run_1/met1.png
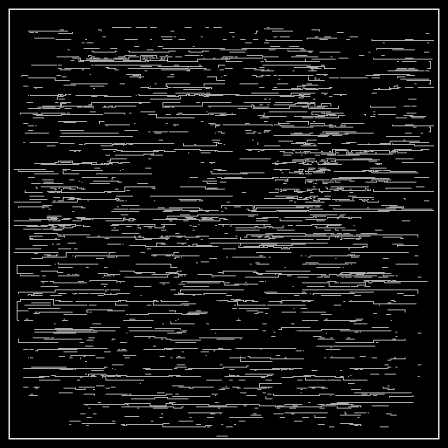
run_1/met2.png
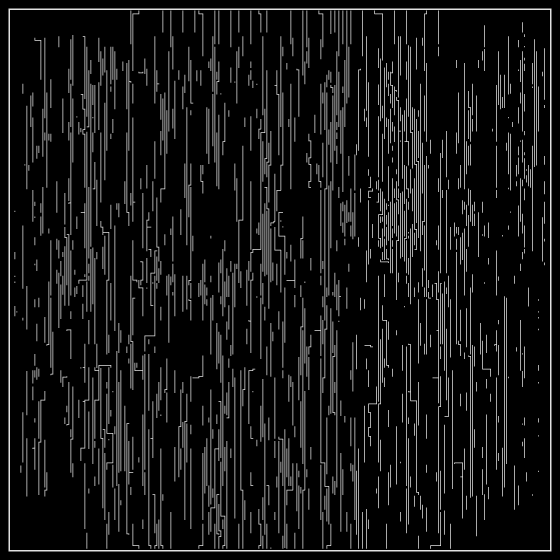
run_1/met3.png
Bar = 20 um.
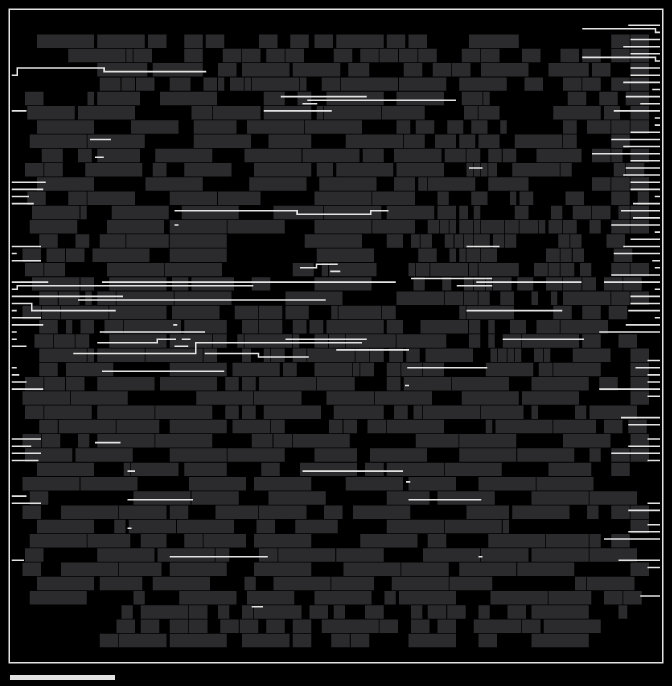
run_1/met4.png
Bar = 20 um.
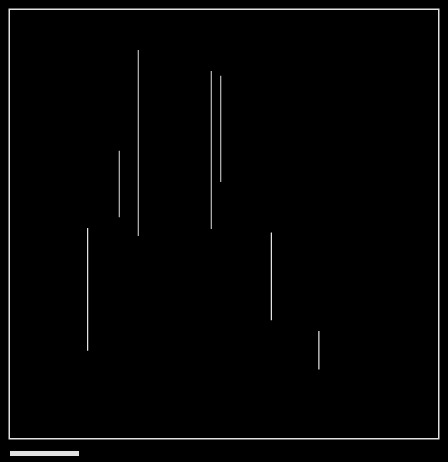
**src/rtl/azadi_wb_mgmt_mailbox_if.sv**
```systemverilog
// Wishbone classic bus between the Caravel management core and the Azadi
// management mailbox. The master modport is the management core side.
interface azadi_wb_mgmt_mailbox_if;
    logic        wbs_stb_i;
    logic        wbs_cyc_i;
    logic        wbs_we_i;
    logic [3:0]  wbs_sel_i;
    logic [31:0] wbs_adr_i;
    logic [31:0] wbs_dat_i;
    logic        wbs_ack_o;
    logic [31:0] wbs_dat_o;

    modport master (
        output wbs_stb_i, wbs_cyc_i, wbs_we_i, wbs_sel_i, wbs_adr_i, wbs_dat_i,
        input  wbs_ack_o, wbs_dat_o
    );

    modport slave (
        input  wbs_stb_i, wbs_cyc_i, wbs_we_i, wbs_sel_i, wbs_adr_i, wbs_dat_i,
        output wbs_ack_o, wbs_dat_o
    );
endinterface

```
**src/rtl/azadi_wb_mgmt_mailbox.sv**
```systemverilog
// Wishbone responder giving the management core control of the Azadi SoC:
// CTRL/CPB/STATUS registers plus a management-to-SoC mailbox FIFO.
module azadi_wb_mgmt_mailbox #(
    parameter logic [31:0] BASE_ADDR  = 32'h3000_0000,
    parameter logic [15:0] CPB_RESET  = 16'd868,
    parameter int unsigned FIFO_DEPTH = 4
) (
    input  logic                          clk_i,
    input  logic                          rst_ni,
    azadi_wb_mgmt_mailbox_if.slave        wbs,
    output logic                          soc_rst_req_o,
    output logic                          prog_ovr_o,
    output logic                          prog_val_o,
    output logic [15:0]                   clks_per_bit_o,
    output logic [31:0]                   mbox_data_o,
    output logic                          mbox_valid_o,
    input  logic                          mbox_ready_i
);
    localparam int PW = (FIFO_DEPTH > 1) ? $clog2(FIFO_DEPTH) : 1;
    localparam int CW = $clog2(FIFO_DEPTH) + 1;
    localparam logic [CW-1:0] DEPTH_C = CW'(FIFO_DEPTH);

    localparam logic [5:0] OFF_CTRL   = 6'h00;
    localparam logic [5:0] OFF_CPB    = 6'h01;
    localparam logic [5:0] OFF_MBOX   = 6'h02;
    localparam logic [5:0] OFF_STATUS = 6'h03;

    logic          ack_p1;
    logic [31:0]   rdata_p1;
    logic [2:0]    ctrl;
    logic [15:0]   cpb;
    logic [31:0]   mem [FIFO_DEPTH];
    logic [PW-1:0] wr_ptr;
    logic [PW-1:0] rd_ptr;
    logic [CW-1:0] count;
    logic [4:0]    count5;
    logic          overflow;

    logic          req, hit, wr;
    logic [5:0]    off;
    logic          full, empty;
    logic          push, pop, push_ok, ovf_set, ovf_clr;
    logic [31:0]   rdata;
    logic          unused_adr;

    // ack is registered, so masking req with it yields the ack/idle cadence
    assign req     = wbs.wbs_cyc_i & wbs.wbs_stb_i & ~ack_p1;
    assign hit     = req & (wbs.wbs_adr_i[31:8] == BASE_ADDR[31:8]);
    assign off     = wbs.wbs_adr_i[7:2];
    assign wr      = hit & wbs.wbs_we_i;
    assign unused_adr = ^wbs.wbs_adr_i[1:0];

    assign full    = (count == DEPTH_C);
    assign empty   = (count == '0);
    assign count5  = 5'(count);
    assign push    = wr & (off == OFF_MBOX) & (wbs.wbs_sel_i == 4'hF);
    assign pop     = ~empty & mbox_ready_i;
    // A pop in the same cycle frees the slot, so a push on full still lands
    assign push_ok = push & (~full | pop);
    assign ovf_set = push & full & ~pop;
    assign ovf_clr = wr & (off == OFF_STATUS) & wbs.wbs_sel_i[1] & wbs.wbs_dat_i[10];

    always_comb begin
        rdata = '0;
        if (hit && !wbs.wbs_we_i) begin
            case (off)
                OFF_CTRL:   rdata = {29'd0, ctrl};
                OFF_CPB:    rdata = {16'd0, cpb};
                OFF_MBOX:   rdata = empty ? 32'd0 : mem[rd_ptr];
                OFF_STATUS: rdata = {21'd0, overflow, empty, full, 3'd0, count5};
                default:    rdata = '0;
            endcase
        end
    end

    // Stage p1: bus response, register and FIFO state commit on the ack edge
    always_ff @(posedge clk_i or negedge rst_ni) begin
        if (!rst_ni) begin
            ack_p1   <= 1'b0;
            rdata_p1 <= '0;
            ctrl     <= '0;
            cpb      <= CPB_RESET;
            wr_ptr   <= '0;
            rd_ptr   <= '0;
            count    <= '0;
            overflow <= 1'b0;
        end else begin
            ack_p1   <= req;
            rdata_p1 <= rdata;
            if (wr && off == OFF_CTRL && wbs.wbs_sel_i[0]) begin
                ctrl <= wbs.wbs_dat_i[2:0];
            end
            if (wr && off == OFF_CPB) begin
                if (wbs.wbs_sel_i[0]) cpb[7:0]  <= wbs.wbs_dat_i[7:0];
                if (wbs.wbs_sel_i[1]) cpb[15:8] <= wbs.wbs_dat_i[15:8];
            end
            if (push_ok) wr_ptr <= wr_ptr + PW'(1);
            if (pop)     rd_ptr <= rd_ptr + PW'(1);
            case ({push_ok, pop})
                2'b10:   count <= count + CW'(1);
                2'b01:   count <= count - CW'(1);
                default: count <= count;
            endcase
            if (ovf_set)      overflow <= 1'b1;
            else if (ovf_clr) overflow <= 1'b0;
        end
    end

    // Storage is data only; the pointers and count define what is valid
    always_ff @(posedge clk_i) begin
        if (push_ok) mem[wr_ptr] <= wbs.wbs_dat_i;
    end

    assign wbs.wbs_ack_o = ack_p1;
    assign wbs.wbs_dat_o = rdata_p1;
    assign soc_rst_req_o = ctrl[0];
    assign prog_ovr_o    = ctrl[1];
    assign prog_val_o    = ctrl[2];
    assign clks_per_bit_o = cpb;
    assign mbox_data_o   = mem[rd_ptr];
    assign mbox_valid_o  = ~empty;
endmodule

```
**src/flat_wrapper.sv**
```systemverilog
// flat-port wrapper written by rule: the top's interface ports become plain ports
module azadi_wb_mgmt_mailbox_flat 
#(
    parameter logic [31:0] BASE_ADDR  = 32'h3000_0000,
    parameter logic [15:0] CPB_RESET  = 16'd868,
    parameter int unsigned FIFO_DEPTH = 4
)
  (clk_i, rst_ni, soc_rst_req_o, prog_ovr_o, prog_val_o, clks_per_bit_o, mbox_data_o, mbox_valid_o, mbox_ready_i, wbs_wbs_stb_i, wbs_wbs_cyc_i, wbs_wbs_we_i, wbs_wbs_sel_i, wbs_wbs_adr_i, wbs_wbs_dat_i, wbs_wbs_ack_o, wbs_wbs_dat_o);
  azadi_wb_mgmt_mailbox_if wbs_i ();
  input  logic clk_i;
  input  logic rst_ni;
  output logic soc_rst_req_o;
  output logic prog_ovr_o;
  output logic prog_val_o;
  output logic [15:0] clks_per_bit_o;
  output logic [31:0] mbox_data_o;
  output logic mbox_valid_o;
  input  logic mbox_ready_i;
  input wire logic [$bits(wbs_i.wbs_stb_i)-1:0] wbs_wbs_stb_i;
  input wire logic [$bits(wbs_i.wbs_cyc_i)-1:0] wbs_wbs_cyc_i;
  input wire logic [$bits(wbs_i.wbs_we_i)-1:0] wbs_wbs_we_i;
  input wire logic [$bits(wbs_i.wbs_sel_i)-1:0] wbs_wbs_sel_i;
  input wire logic [$bits(wbs_i.wbs_adr_i)-1:0] wbs_wbs_adr_i;
  input wire logic [$bits(wbs_i.wbs_dat_i)-1:0] wbs_wbs_dat_i;
  output wire logic [$bits(wbs_i.wbs_ack_o)-1:0] wbs_wbs_ack_o;
  output wire logic [$bits(wbs_i.wbs_dat_o)-1:0] wbs_wbs_dat_o;
  assign wbs_i.wbs_stb_i = wbs_wbs_stb_i;
  assign wbs_i.wbs_cyc_i = wbs_wbs_cyc_i;
  assign wbs_i.wbs_we_i = wbs_wbs_we_i;
  assign wbs_i.wbs_sel_i = wbs_wbs_sel_i;
  assign wbs_i.wbs_adr_i = wbs_wbs_adr_i;
  assign wbs_i.wbs_dat_i = wbs_wbs_dat_i;
  assign wbs_wbs_ack_o = wbs_i.wbs_ack_o;
  assign wbs_wbs_dat_o = wbs_i.wbs_dat_o;
  azadi_wb_mgmt_mailbox #(.BASE_ADDR(BASE_ADDR), .CPB_RESET(CPB_RESET), .FIFO_DEPTH(FIFO_DEPTH)) u_core (.clk_i(clk_i), .rst_ni(rst_ni), .wbs(wbs_i), .soc_rst_req_o(soc_rst_req_o), .prog_ovr_o(prog_ovr_o), .prog_val_o(prog_val_o), .clks_per_bit_o(clks_per_bit_o), .mbox_data_o(mbox_data_o), .mbox_valid_o(mbox_valid_o), .mbox_ready_i(mbox_ready_i));
endmodule
```
**config.mk**
```make
export PLATFORM = sky130hd
export DESIGN_NAME = azadi_wb_mgmt_mailbox_flat
export DESIGN_NICKNAME = d
export VERILOG_FILES = /design/src/rtl/azadi_wb_mgmt_mailbox_if.sv /design/src/rtl/azadi_wb_mgmt_mailbox.sv /design/src/flat_wrapper.sv
export SDC_FILE = /design/constraint.sdc
export NUM_CORES = 1
export LEC_CHECK = 0
export CAP_MARGIN = 20
export CORE_MARGIN = 2
export CORE_UTILIZATION = 51
export DETAILED_ROUTE_END_ITERATION = 10
export PLACE_DENSITY_LB_ADDON = 0.05
export SYNTH_ARGS = -nofsm -noshare
export SYNTH_HDL_FRONTEND = slang
export SYNTH_SLANG_ARGS = --single-unit
```
**constraint.sdc**
```tcl
create_clock -name clk_i -period 3.19 [get_ports clk_i]
set_clock_uncertainty 0.1 [all_clocks]
set_input_delay 0.638 -clock clk_i [delete_from_list [all_inputs] [get_ports clk_i]]
set_output_delay 0.638 -clock clk_i [all_outputs]
set_load 0.01 [all_outputs]
```
==> flow_summary.yaml, run 1 <==
# implementation run metrics
clocking:
  hold_buffers: 0
  cts_tree: "yes"
  root_buffer: "clkbuf_16"
  clockBufferDepth: 2
  cts.clk_slew.worst_paths_ps: 60
  htree_levels: 4
  cts_buffers: 17
  post_cts_buffers: 0
  cts_resized: 0
  clock_sinks: 188
  clock_latency_ps: 420
floorplan:
  rows: 43
  die_area_sq_um: 15400
  dieHeight_um: 124
  core-area_sq_um: 14000
  fp_util_pct: 52.8
  chipWidth_um: 124
  pin_count: 159
  taps: 180
placed_design:
  gp_congestion: 0.818
  port_buffers: 156
  dp_cells: 760
  placed_area_sq_um: 9430
  dp_hpwl_mm: 10.9
  pre_cts_ws_ps: -45.2
logic_synthesis:
  ys_area_sq_um: 7380
  synthArstFlopShare_pct: 31.9
  ys_cells: 405
  syn_nets: 484
  synth_flops: 188
  yosys-top-cells-count: "edfxtp_1, dfrtp_1, mux4_2"
  largest_area_cell: "edfxtp_1"
  most_common_cell: "edfxtp_1"
  ys_types: 43
  yosysSeqAreaShare_pct: 72.5
  syn_area_sq_um: 7380
  syn_area_per_cell_sq_um: 18.2
  area_leaders: "edfxtp_1, dfrtp_1, mux4_2, mux2_2, and2_1"
  yosysWarnings: 0
  edf_count: 128
  yosysTopAreaCellShare_pct: 52.1
  synthFlopType: "edfxtp_1"
  syn_inst: 405
critical_path:
  rr_endpoint: "u_core.count[1]$_DFFE_PN0P_"
  reg2reg_depth: 9
  required_ps: 2450
  reg2reg_slack_ps: 660
  critical-path-max-stage-delay_ps: 610
  cpMaxStageDelayCell: "mux4_2"
  path_buffers: 2
  cp.arrival_ps: 2270
  path_cells: "buf_4 > mux4_2 > clkdlybuf4s50_1"
  cp-end-kind: "primary output"
  crit_family: "buffers and inverters"
  crit_fanout: 20
  cp-start-kind: "flop"
  critPathKind: "flop to primary output"
  timing.rr.start: "u_core.count[2]$_DFFE_PN0P_"
drt:
  wire_per_inst_um: 19.8
  detail-route-antenna-nets: 0
  drt-total-wl_mm: 15.7
  drc: 0
  drtIter0Drc: 311
  via_per_inst: 5.53
  vias: 4383
  dr.pass1.iters: 4
finish:
  layout.cells.most_common: "clkdlybuf4s50_1"
  utilization_pct: 71.6
  largest_cell_class: "registers"
  buffers: 195
  sh_seq_area_pct: 53.5
  num_antenna_cells: 0
  fin_cells: 792
  sh_comb_area_pct: 19.4
  num-nonclk-inverters: 4
  logic_gate_count: 193
  drive_gt1_share_pct: 23.2
  logic_area_sq_um: 1940
  clockBufferCount: 23
  nets: 678
  area_growth_pct: 35.7
  final_cell_mix: "clkdlybuf4s50_1, edfxtp_1, dfrtp_1"
  bufAreaShareNonClock_pct: 19.0
  clkCellAreaFrac_pct: 5.81
  fillers: 927
  register_area_sq_um: 5350
  final_area_sq_um: 10000
  flops: 188
outcome:
  status: "finished, final reports clean"
flow_run:
  warnings: 31
  max-cap-violations: 0
final_timing:
  fmax_mhz: 332
  setup_viol: 0
  report.final.slew_viol_count: 0
  layout_setup_ws_ps: 180
  period_minus_slack_ps: 3010
  worst_pin_slew_ps: 665
  max_slew_margin_pct: 55.6
  grt_setup_unrepaired: "false"
  fin_setup_tns_ps: 0
  hold_viol: 0
  hold-worst-slack_ps: 146
  fin_crit_sh_pct: 94.4
global_route:
  grt_pass1_wl_mm: 25.3
  overflow: 0
  grt_max_degree: 39
  grt_pass1_vias: 4620
  antenna_found_initial: 0
  track_usage_pct: 21.4
power:
  power_density_nw_per_um2: 636
  leakage_nw: 3.66
  finalPower_mw: 6.37
  intPower_mw: 4.76
  switchingPower_mw: 1.61
  swShare_pct: 25.3
  pwr-share-clk_pct: 32.4
  seq_power_share_pct: 42.3
  p_comb_share_pct: 25.4
  irDropWorstVdd_mv: 0.430
min_path:
  hold_class: "input port to asynchronous set/reset pin"
## Picture notes: met1.png
The layer carries 6490 um of wire. The wires run mostly horizontal. The longest straight run is 34.0 um. 583 nets have wire on it.

## Picture notes: met2.png
The layer holds 50% of the routed length. The longest straight run is 43.9 um. 626 nets have wire on it. The layer carries 7870 um of wire.

## Picture notes: met3.png
117 nets have wire on it. The wires run mostly horizontal.

## Picture notes: met4.png
The wires run mostly vertical. The layer holds 1.4% of the routed length.

run 1: worst max path at each step:
stage,startpoint,to,cells past startpoint
after CTS,u_core.rd_ptr[0]$_DFFE_PN0P_,mbox_data_o[15],3
after global routing,u_core.rd_ptr[0]$_DFFE_PN0P_,mbox_data_o[11],3
after detailed placement,wbs_wbs_adr_i[17],u_core.clks_per_bit_o[13]$_DFFE_PN0P_,8
final,u_core.rd_ptr[0]$_DFFE_PN0P_,mbox_data_o[11],3
after global placement,wbs_wbs_adr_i[23],u_core.mem[3][6]$_DFFE_PP_,8
after floorplan,wbs_wbs_adr_i[23],u_core.mem[0][0]$_DFFE_PP_,4
run 1: cell families after synthesis:
kind of cell	after synthesis	synth area share [%]
muxes	59	13.8
xor gates and xnor gates	3	0.356
DFF	188	72.5
and+or+nand+nor	91	7.85
buffers and inverters	24	1.29
AOI/OAI and AO/OA	35	3.24
adders and majority gates	5	0.950
run 1: routing by layer:
metal / GRT usage (%) / part of all wire [%] / routed length, um
met1: 28.1 / 41 / 6490
met2: 35.2 / 50 / 7870
met3: 5.58 / 7.2 / 1130
met4: 7.27 / 1.4 / 220
met5: 0 / 0 / 0
run 1: power by group through the flow:
stage,clock network [mW],logic (mW),registers [mW]
6_report,2.06,1.62,2.69
5_1_grt,2.21,1.74,2.69
4_1_cts,2.10,1.65,2.69
3_5_place_dp,0,1.63,2.74
3_3_place_gp,0,1.62,2.74
2_1_floorplan,0,0.924,2.70
run 1: registers in the layout, indices dropped and copies added, names as in the netlist:
name                   flops
u_core.wr_ptr              2
u_core.wbs.wbs_dat_o      32
u_core.mem               128
u_core.rd_ptr              2
u_core.overflow            1
u_core.wbs.wbs_ack_o       1
u_core.count               3
u_core.clks_per_bit_o     16
u_core.ctrl                3
==> run 1 -> run 2 <==
- ABC_AREA: not set -> 1
- RECOVER_POWER: not set -> 100
run_2/met1.png
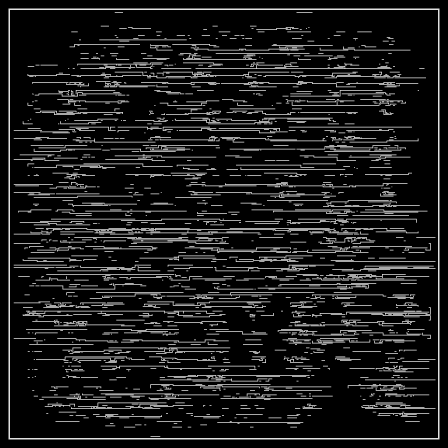
The layer holds 44% of the routed length. The wires run mostly horizontal.

==> run 2 against run 1 <==
  * Design area increased by 0.14%
  * Maximum frequency is 2.2% lower
  * First-iteration DRC count rose by 57%
  * Register-to-register slack improved by 50 ps
  * Sequential share of layout area decreased by 0.073 points
  * Critical endpoint is now mbox_data_o[8]
  * Largest cell class unchanged
==> flow_summary.yaml, run 2 <==
# implementation run metrics
power:
  finalPower_mw: 7.04
  switchingPower_mw: 2.14
  pwr-share-clk_pct: 30.9
  pg_clk_mw: 2.18
  swShare_pct: 30.3
  power_leader: "registers"
  leakage_nw: 4.00
  p_comb_share_pct: 30.3
  p_seq_mw: 2.73
  irDropWorstVdd_mv: 0.407
  p_comb_mw: 2.13
  intPower_mw: 4.90
  seq_power_share_pct: 38.8
  power_density_nw_per_um2: 702
critical_path:
  path_cells: "buf_4 > o21ai_0 > o22ai_1 > clkdlybuf4s50_1"
  cpMaxStageDelayCell: "clkdlybuf4s50_1"
  required_ps: 2450
  crit_fanout: 24
  critPathCapture: "mbox_data_o[8]"
  reg2reg_slack_ps: 710
  rr_endpoint: "u_core.mem[1][7]$_DFFE_PP_"
  crit_cells: 4
  critical-path-max-stage-delay_ps: 590
  reg2reg_depth: 6
  cp-start-kind: "flop"
  timing.rr.start: "u_core.wbs.wbs_ack_o$_DFF_PN0_"
  crit_family: "buffers and inverters"
  critPathLaunch: "u_core.rd_ptr[0]$_DFFE_PN0P_"
  path_buffers: 2
  cp-end-kind: "primary output"
  critPathKind: "flop to primary output"
  cp.arrival_ps: 2340
min_path:
  hold_class: "flop to flop"
  holdPathStages: 1
  min-delay-start: "u_core.wbs.wbs_ack_o$_DFF_PN0_"
  whs_endpoint: "u_core.wbs.wbs_ack_o$_DFF_PN0_"
clocking:
  htree_levels: 4
  cts.clk_slew.worst_paths_ps: 60
  root_buffer: "clkbuf_16"
  clockBufferDepth: 2
  hold_buffers: 0
  clock_latency_ps: 420
  cts_buffers: 17
  post_cts_buffers: 0
  cts_resized: 0
  clock_sinks: 188
  cts_tree: "yes"
final_timing:
  fmax_mhz: 325
  worst_pin_slew_ps: 1470
  period_minus_slack_ps: 3080
  report.final.slew_viol_count: 0
  fin_crit_sh_pct: 96.5
  max_slew_margin_pct: 1.95
  fin_setup_tns_ps: 0
  setup_viol: 0
  grt_setup_unrepaired: "false"
  hold_viol: 0
logic_synthesis:
  ys_area_sq_um: 7670
  syn_area_sq_um: 7670
  area_leaders: "edfxtp_1, dfrtp_1, nor2_1, o21ai_0, nand2_1"
  yosysSeqAreaShare_pct: 69.7
  ys_types: 37
  edf_count: 128
  syn_nets: 737
  yosysWarnings: 0
  yosys-top-cells-count: "edfxtp_1, nor2_1, nand2_1"
  yosysTopAreaCellShare_pct: 50.1
  largest_area_cell: "edfxtp_1"
  ys_cells: 658
  synthFlopType: "edfxtp_1"
  synthArstFlopShare_pct: 31.9
  synth_flops: 188
  syn_area_per_cell_sq_um: 11.7
  syn_inst: 658
placed_design:
  port_buffers: 156
  gp_congestion: 0.843
  dp_hpwl_mm: 11.8
global_route:
  overflow: 0
  antenna_found_initial: 2
  grt_pass1_vias: 5456
  grt_max_degree: 35
  grt_pass1_wl_mm: 28.6
  track_usage_pct: 23.3
finish:
  final_cell_mix: "nor2_1, edfxtp_1, dlygate4sd3_1"
  area_growth_pct: 30.7
  utilization_pct: 68.7
  layout.cells.most_common: "nor2_1"
  largest_register_ffs: 128
  regMostFlops: "u_core.mem"
  fillers: 1051
  drive_gt1_share_pct: 8.31
  nets: 908
floorplan:
  core-area_sq_um: 14600
  chipWidth_um: 127
  die_area_sq_um: 16000
  fp_util_pct: 52.6
  pin_count: 159
  dieHeight_um: 127
  rows: 44
drt:
  via_per_inst: 5.39
  drt-total-wl_mm: 18.3
  wire_per_inst_um: 17.8
  vias: 5542
  drc: 0
  detail-route-antenna-nets: 0
  dr.pass1.iters: 5
  drtIter0Drc: 487
flow_run:
  max-cap-violations: 0
  warnings: 32
outcome:
  status: "finished, final reports clean"
run_2/met3.png
Bar = 50 um.
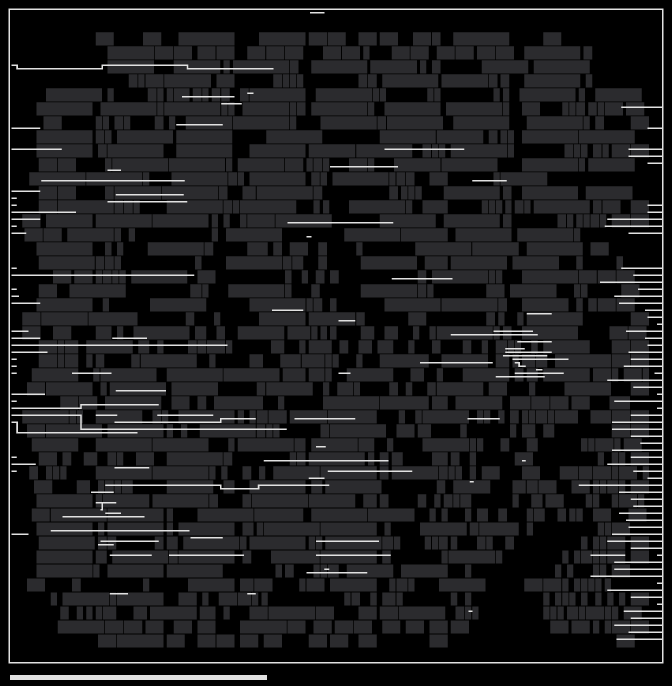
The longest straight run is 41.6 um. The layer carries 1310 um of wire. The layer holds 7.2% of the routed length. 135 nets have wire on it. The wires run mostly horizontal.

==> run 2: netlist changes by cell type after synthesis, sizes merged, moves of 22 or more <==
cell | before | now
and2 | 24 | 2
inv | 4 | 53
mux4 | 32 | 0
nand2 | 10 | 83
nor2 | 25 | 135
o21ai | 5 | 83
==> run 2: cell type report <==
cell class	count	area [sq um]	area share [%]
Inverter	55	206	2.06
Sequential cell	188	5350	53.4
Timing Repair Buffer	177	1710	17.0
Clock buffer	20	447	4.45
Clock inverter	12	170	1.70
Multi-Input combinational cell	390	1910	19.0
Tap cell	184	230	2.30
Antenna cell	2	5.00	0.0499
==> run 2: logic make-up (layout without fill, tap and decap cells) <==
logic type / after synthesis / after routing / share of synthesized area [%]
AOI/OAI and AO/OA: 135 / 135 / 10.5
xor gates and xnor gates: 4 / 4 / 0.457
adders and majority gates: 5 / 5 / 0.913
buffers and inverters: 80 / 264 / 4.24
DFF: 188 / 188 / 69.7
muxes: 1 / 1 / 0.147
other: 0 / 2 / 0
and+or+nand+nor: 245 / 245 / 14.0
==> run 2: layer usage <==
metal | track usage (%) | up-vias | wire, um
met5 | 0 | - | 0
met4 | 7.18 | 0 | 265
met3 | 5.36 | 19 | 1310
met2 | 36.8 | 226 | 8600
met1 | 32.5 | 2699 | 8120
li1 | - | 2598 | -
==> run 2: per-stage QoR <==
stage | setup WS (ps) | instance area [sq um] | instances | hold WS, ps
6_report | 113 | 10000 | 1028 | 363
5_1_grt | 7.40 | 10000 | 1027 | 414
4_1_cts | 14.9 | 10200 | 1026 | 131
3_5_place_dp | 259 | 9590 | 994 | 355
3_3_place_gp | 330 | 9590 | 994 | 359
2_1_floorplan | -30.5 | 7670 | 658 | 242
==> run 2 -> run 3 <==
- CORE_UTILIZATION: 51 -> 60
- DONT_BUFFER_PORTS: not set -> 1
run_3/met2.png
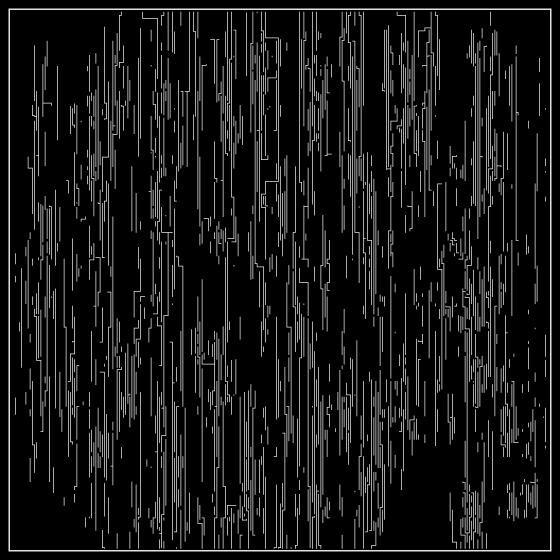
The longest straight run is 42.8 um. The layer carries 7980 um of wire.

run_3/met4.png
Bar = 20 um.
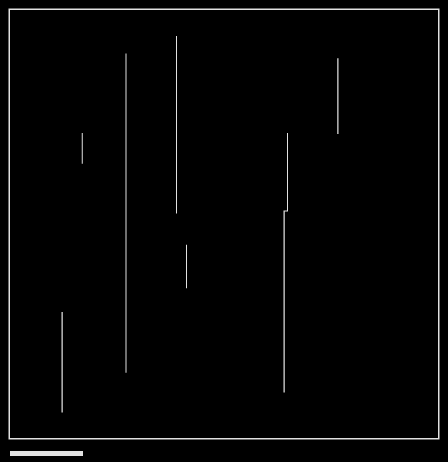
The layer carries 274 um of wire. The layer holds 1.7% of the routed length.

==> run 3 against run 2 <==
  * The flow now finishes with violations (capacitance limit, slew limit)
  * Synthesized cell count is the same
  * Wire length fell by 11%
  * First-iteration DRC count shrank 15%
  * Area after synthesis unchanged
  * Register-to-register slack lost 270 ps
  * Sequential power down 1%
  * Sequential share of layout area is 10 points higher
  * Critical path depth fell by 1
  * Non-clock buffer count is 162 lower
  * Cell count down 17%
  * Via count down 13%
  * Largest power group unchanged
==> flow_summary.yaml, run 3 <==
# implementation run metrics
logic_synthesis:
  yosysTopAreaCellShare_pct: 50.1
  ys_types: 37
  yosysWarnings: 0
  syn_nets: 737
  synthArstFlopShare_pct: 31.9
  ys_area_sq_um: 7670
  syn_area_sq_um: 7670
  yosys-top-cells-count: "edfxtp_1, nor2_1, nand2_1"
  yosysSeqAreaShare_pct: 69.7
  ys_cells: 658
  synthFlopType: "edfxtp_1"
  edf_count: 128
final_timing:
  setup_viol: 0
  fin_crit_sh_pct: 88.1
  hold_viol: 0
  period_minus_slack_ps: 2810
  fmax_mhz: 356
  worst_pin_slew_ps: 1560
  report.final.slew_viol_count: 61
drt:
  drtIter0Drc: 412
  routed.top_layer: "met4"
  met2_length_mm: 7.98
  route.met3.wl_mm: 1.34
  drt-total-wl_mm: 16.4
  drc: 0
  via_per_inst: 5.63
  wl_met1_mm: 6.77
  vias: 4797
clocking:
  cts_buffers: 17
  post_cts_buffers: 0
  cts_tree: "yes"
  clock_sinks: 188
  cts.clk_slew.worst_paths_ps: 70
  clock_latency_ps: 430
  root_buffer: "clkbuf_16"
  cts_resized: 0
critical_path:
  cp-end-kind: "primary output"
  reg2reg_depth: 6
  cpMaxStageDelayCell: "clkbuf_4"
  crit_fanout: 66
  cp-start-kind: "flop"
  reg2reg_slack_ps: 440
  path_cells: "clkbuf_4 > o21ai_0 > o22ai_1"
  timing.rr.start: "u_core.wbs.wbs_ack_o$_DFF_PN0_"
  cp.arrival_ps: 2070
  rr_endpoint: "u_core.mem[3][30]$_DFFE_PP_"
  required_ps: 2450
outcome:
  violations: "capacitance limit, slew limit"
  status: "finished with violations"
finish:
  bufAreaShareNonClock_pct: 1.81
  nets: 746
  fin_cells: 852
  flops: 188
  buffers: 15
  fillers: 932
  area_growth_pct: 9.70
  num_antenna_cells: 0
  clkCellAreaFrac_pct: 6.76
  largest_register_ffs: 128
  logic_area_sq_um: 1920
  layout.cells.most_common: "edfxtp_1"
  final_cell_mix: "edfxtp_1, nor2_1, nand2_1"
  register_area_sq_um: 5350
power:
  p_comb_share_pct: 24.5
  seq_power_share_pct: 43.2
  leakage_nw: 3.17
  switchingPower_mw: 2.07
  power_density_nw_per_um2: 739
  p_comb_mw: 1.53
  finalPower_mw: 6.22
floorplan:
  die_area_sq_um: 13700
  core-area_sq_um: 12600
  pin_count: 159
  rows: 41
  fp_util_pct: 61.0
placed_design:
  pre_cts_ws_ps: 671
  port_buffers: 0
  gp_congestion: 0.841
  dp_cells: 818
flow_run:
  max-cap-violations: 1
global_route:
  busiest_layer: "met2"
  antenna_found_initial: 0
  grt.met2_usage_pct: 40.6
  use_met3_pct: 7.52
  grt_max_degree: 67
  grt_pass1_wl_mm: 24.6
min_path:
  holdPathStages: 0
  whs_endpoint: "u_core.mem[2][25]$_DFFE_PP_"
==> run 3: per-stage QoR <==
stage | TNS [ps] | instance area (sq um) | hold slack (ps) | utilization, %
floorplan | -3910 | 7670 | 242 | -
global placement | 0 | 7950 | 244 | 63.2
detailed placement | 0 | 7950 | 244 | 63.2
CTS | 0 | 8550 | 181 | 68.1
global route | 0 | 8420 | 178 | 67.0
finish | 0 | 8420 | 195 | 67.0
==> run 3: worst max-delay path: cells and delay by family, from the launching register on <==
kind | cells | cell delay [ps]
DFF | 1 | 360
AOI/OAI and AO/OA | 2 | 660
buffers and inverters | 1 | 610
==> run 3: worst max-delay path by stage <==
stage                                         from                           to  slack [ps]  cells after the start
floorplan                        wbs_wbs_adr_i[30]   u_core.mem[0][0]$_DFFE_PP_         -30                      7
global route        u_core.wbs.wbs_ack_o$_DFF_PN0_  u_core.mem[3][27]$_DFFE_PP_         200                      6
finish                u_core.rd_ptr[0]$_DFFE_PN0P_               mbox_data_o[9]         380                      3
CTS                   u_core.rd_ptr[0]$_DFFE_PN0P_               mbox_data_o[4]         440                      3
detailed placement               wbs_wbs_adr_i[15]  u_core.mem[0][24]$_DFFE_PP_         670                      8
global placement                 wbs_wbs_adr_i[15]  u_core.mem[0][18]$_DFFE_PP_         700                      8
==> run 3: kinds of logic (layout without fill, tap and decap cells) <==
| logic type | count (synthesis) | in the layout | synth area share (%) |
|---|---|---|---|
| and+or+nand+nor | 245 | 245 | 14.0 |
| xor gates and xnor gates | 4 | 4 | 0.457 |
| buffers and inverters | 80 | 102 | 4.24 |
| AOI/OAI and AO/OA | 135 | 135 | 10.5 |
| DFF | 188 | 188 | 69.7 |
| adders and majority gates | 5 | 5 | 0.913 |
| muxes | 1 | 1 | 0.147 |

==> notes/layouts.md <==
Pictures saved along the way, in no particular order.

Routing congestion map.
(a)
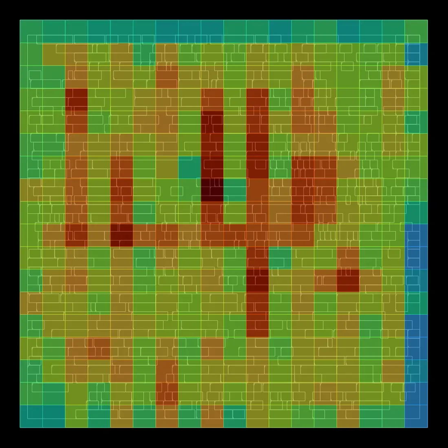
(b)
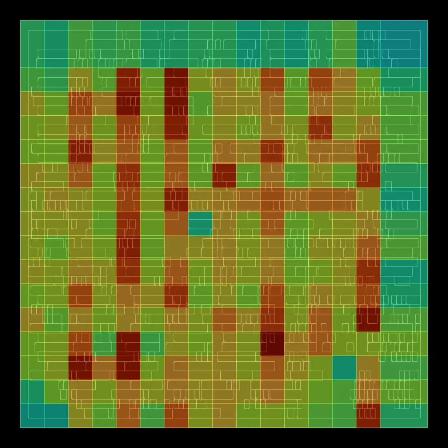
(c)
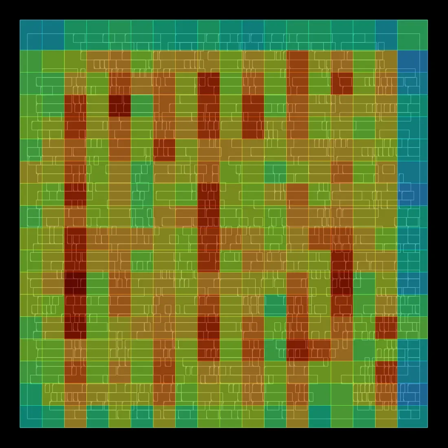
Run 1 is (a).
Run 2 is (c).
Run 3 is (b).

Power and IR drop assume default switching activity.
